--- src/rtl/la_sdemux4.sv ---
// ---------------------------------------------------------------------------
// la_sdemux4 -- 1-to-4 streaming demultiplexer (inverse of the 4-input mux).
//
// One valid/ready producer is steered to one of four consumers. A single
// entry register holds the outgoing beat. The destination is taken from
// in_sel on the first beat of a packet and locked until the in_last beat.
//
// Parameters:
//   DW    payload width in bits (>= 1)
//   PROP  cell-library implementation property, no functional effect
//
// Ports:
//   clk        clock, rising edge
//   reset      synchronous active-high reset
//   in_valid   input beat valid
//   in_ready   input beat accepted when in_valid & in_ready
//   in_data    input payload
//   in_last    final beat of packet
//   in_sel     destination channel {s1,s0}, used on the first beat only
//   out_valid  per-channel valid, one-hot or zero
//   out_ready  per-channel ready
//   out_data   payload of the held beat, shared by all channels
//   out_last   last flag of the held beat
//   busy       packet in progress or register full
// ---------------------------------------------------------------------------
module la_sdemux4 #(
    parameter int    DW   = 8,
    parameter string PROP = "DEFAULT"
) (
    input  logic          clk,
    input  logic          reset,
    input  logic          in_valid,
    output logic          in_ready,
    input  logic [DW-1:0] in_data,
    input  logic          in_last,
    input  logic [1:0]    in_sel,
    output logic [3:0]    out_valid,
    input  logic [3:0]    out_ready,
    output logic [DW-1:0] out_data,
    output logic          out_last,
    output logic          busy
);

    // PROP only selects a library implementation; the behaviour is identical.
    if (PROP != "DEFAULT") begin : g_prop_custom
    end

    typedef enum logic {
        ST_IDLE = 1'b0,
        ST_LOCK = 1'b1
    } state_t;

    state_t        state;
    logic [1:0]    lock_sel;
    logic          vld_p1;
    logic [DW-1:0] data_p1;
    logic          last_p1;
    logic [1:0]    sel_p1;

    logic          accept;
    logic          drain;
    logic [1:0]    eff_sel;

    // Combinational ready through the selected channel keeps one beat per
    // cycle; ready of the other channels never matters.
    assign in_ready = ~vld_p1 | out_ready[sel_p1];
    assign accept   = in_valid & in_ready;
    assign drain    = vld_p1 & out_ready[sel_p1];
    assign eff_sel  = (state == ST_LOCK) ? lock_sel : in_sel;

    assign out_valid = vld_p1 ? (4'b0001 << sel_p1) : 4'b0000;
    assign out_data  = data_p1;
    assign out_last  = last_p1;
    assign busy      = vld_p1 | (state == ST_LOCK);

    // ---- stage p0 -> p1: input accept into the holding register ----
    always_ff @(posedge clk) begin
        if (reset) begin
            vld_p1  <= 1'b0;
            data_p1 <= '0;
            last_p1 <= 1'b0;
            sel_p1  <= 2'd0;
        end else if (accept) begin
            // Reload also covers a simultaneous drain, so no bubble appears.
            vld_p1  <= 1'b1;
            data_p1 <= in_data;
            last_p1 <= in_last;
            sel_p1  <= eff_sel;
        end else if (drain) begin
            vld_p1  <= 1'b0;
        end
    end

    // Packet lock: the channel chosen by the first beat holds until in_last.
    always_ff @(posedge clk) begin
        if (reset) begin
            state    <= ST_IDLE;
            lock_sel <= 2'd0;
        end else if (accept) begin
            case (state)
                ST_IDLE: begin
                    if (!in_last) begin
                        state    <= ST_LOCK;
                        lock_sel <= in_sel;
                    end
                end
                ST_LOCK: begin
                    if (in_last) begin
                        state <= ST_IDLE;
                    end
                end
                default: state <= ST_IDLE;
            endcase
        end
    end

endmodule

--- config.mk ---
export PLATFORM = sky130hd
export DESIGN_NAME = la_sdemux4
export DESIGN_NICKNAME = d
export VERILOG_FILES = /design/src/rtl/la_sdemux4.sv
export SDC_FILE = /design/constraint.sdc
export NUM_CORES = 1
export LEC_CHECK = 0
export ABC_CLOCK_PERIOD_IN_PS = 1400
export CAP_MARGIN = 20
export CORE_MARGIN = 2
export CORE_UTILIZATION = 37
export CTS_CLUSTER_DIAMETER = 50
export DETAILED_ROUTE_END_ITERATION = 12
export GPL_ROUTABILITY_DRIVEN = 0
export PLACE_DENSITY = 0.74
export SKIP_LAST_GASP = 1
export SLEW_MARGIN = 5
export SYNTH_ARGS = -nofsm -noshare
export SYNTH_HDL_FRONTEND = slang
export SYNTH_SLANG_ARGS = --single-unit
--- constraint.sdc ---
create_clock -name clk -period 1.4 [get_ports clk]
set_input_delay 0.35 -clock clk [delete_from_list [all_inputs] [get_ports clk]]
set_output_delay 0.35 -clock clk [all_outputs]
set_load 0.03 [all_outputs]
==> reports/metrics.csv <==
stage,metric,value,unit
run_status,status,finished with violations,
run_status,failed_checks,setup timing,
floorplanning,rows,16,
routing,drc,0,
timing,drv_slew,0,
logic_synthesis,ys_sh_mux,0.240,
timing,layout_worst_path_cycle_share,1.15,
setup_path,rr_startpoint,sel_p1[1],
timing,slew_headroom,0.768,
clocking,clock_path_buffers,2,
logic_synthesis,ys_sh_aoi,0.0591,
placement,dp_cells,143,
routing,wl_per_cell,12.7,um
timing,setup_violations,19,
floorplanning,tap_cells,27,
placement,hpwl,1320,um
setup_path,start_kind,flip-flop,
placement,numPortBuffers,32,
timing,max_freq,0.623,GHz
logic_synthesis,common_cells,"nand2b_1, dfxtp_1, mux2i_1",
floorplanning,top_level_ports,33,
routing,drtIter0Drc,9,
logic_synthesis,top_logic_kind,simple AND/OR/NAND/NOR gates,
logic_synthesis,synthAdderAreaFrac,0,
setup_path,crit_type,reg -> out,
power,p_per_area,808,nW/um^2
logic_synthesis,top_cells_by_area,"dfxtp_1, mux2i_1, nand2b_1, nor2b_1, mux2_1",
global_route,grt_antenna_before_repair,0,
logic_synthesis,ys_area,783,sq um
setup_path,endpoint_kind,output port,
setup_path,cp_cell_sequence,"mux2i_4, a22oi_2, buf_6",
logic_synthesis,synth_cell_type_count,20,
logic_synthesis,numSynthFlops,15,
clocking,cts_resized,31,
global_route,grt_usage,0.162,
cells_and_area,lay_top_count,nand2b_1,
cells_and_area,signal_buffers,44,
global_route,grt_max_degree,18,
timing,worst_pin_slew,0.347,ns
logic_synthesis,synth_top_cell_by_count,nand2b_1,
logic_synthesis,ys_sh_xor,0,
logic_synthesis,ys_cells,79,
routing,via_per_inst,4.69,
logic_synthesis,ys_warn_count,0,
floorplanning,die_area,2500,sq um
cells_and_area,largest_class,logic gates,
floorplanning,core_area,1980,sq um
timing,fin_setup_tns,-1.34,ns
power,power,1.07,mW
logic_synthesis,synth_seq_share,0.383,
global_route,grt_pass1_vias,713,
clocking,numCtsBuffers,3,
setup_path,ff2ff_setup_slack,-0.13,ns
hold_path,holdPathStages,2,
cells_and_area,seq_share,0.233,
timing,hold_ws,0.478,ns
clocking,cts_setup_buffers,1,
timing,period_needed,1.61,ns
hold_path,min_from,out_data[4],
floorplanning,die_x,50.0,um
timing,grt_setup_unrepaired,true,
cells_and_area,regArea,308,sq um
hold_path,holdCritPathClass,reg -> reg,
logic_synthesis,synthSimpleGateAreaFrac,0.284,
setup_path,cp_num_buf_inv,1,
hold_path,min_to,out_data[4],
clocking,holdBufCountCts,0,
cells_and_area,num-fill-cells,162,
clocking,root_buffer,clkbuf_4,
cells_and_area,final_cells,150,
logic_synthesis,syn_inst,79,
floorplanning,initCoreUtil,0.395,
clocking,clock_sinks,15,
timing,finalHoldViolCount,0,
setup_path,required,1.05,ns
logic_synthesis,edf_count,0,
timing,fin_ws,-0.206,ns
logic_synthesis,synth_top_area_share,0.383,
cells_and_area,largest_reg_flops,8,
clocking,htreeDepth,1,
placement,preCtsSetupSlack,-0.473,ns
logic_synthesis,ff_type,dfxtp_1,
routing,firstDrtPassIters,4,
cells_and_area,synthToLayoutAreaGrowth,68.7,%
global_route,grt_pass1_wl,3040,um
cells_and_area,comb_cells,59,
cells_and_area,nNetsFinal,142,
cells_and_area,comb_share,0.389,
global_route,grt_overflow,0,
setup_path,crit_arrival,1.26,ns
cells_and_area,final_core_util,0.667,
power,peakVddDrop,736,uV
routing,ant_nets,0,
cells_and_area,n_antenna_cell,0,
setup_path,cp_top_family,flip-flops,
-- per-layer routing --
layer,track usage,part of all wire,vias to the layer above
met5,0,0,-
met4,0.0509,0.014,0
met3,0.0455,0.041,4
met2,0.303,0.52,24
met1,0.170,0.42,322
li1,-,-,354
-- worst max path at each step --
stage | end | slack (ns) | cells after the start
floorplan | state | 0.02 | 4
global placement | lock_sel[1] | -0.38 | 5
detailed placement | out_data[2] | -0.47 | 5
CTS | in_ready | -0.22 | 3
global route | in_ready | -0.25 | 3
finish | in_ready | -0.21 | 3
-- report_power, final --
part | internal (mW) | switching (mW) | leakage, nW
logic | 0.192 | 0.156 | 0.427
clock network | 0.110 | 0.129 | 0.0150
registers | 0.458 | 0.0231 | 0.125
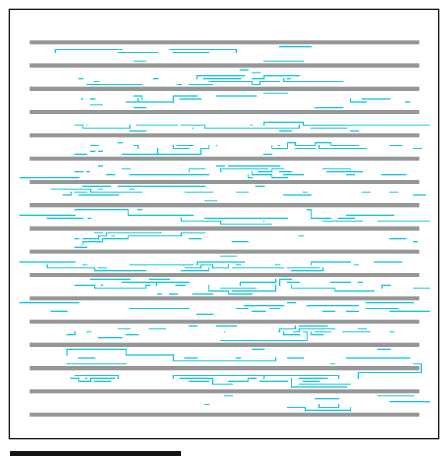
(met1 routing)
Scale bar: 20 um. Supply wires on this layer in grey.
The layer carries 803 um of wire. The wires run mostly horizontal. The longest straight run is 19.3 um. The layer holds 42% of the routed length. 128 nets have wire on it.
total wire length: 1910 um
global routing usage on met1: 0.170
Vias: 704

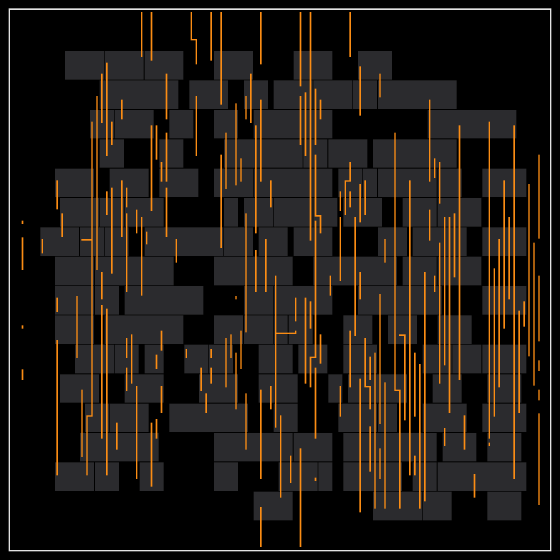
(M2 wires)
The layer holds 52% of the routed length. The longest straight run is 32.6 um.
M2 GR Usage: 0.303

Power figures rest on the tool's default switching activity, not on a simulated workload.
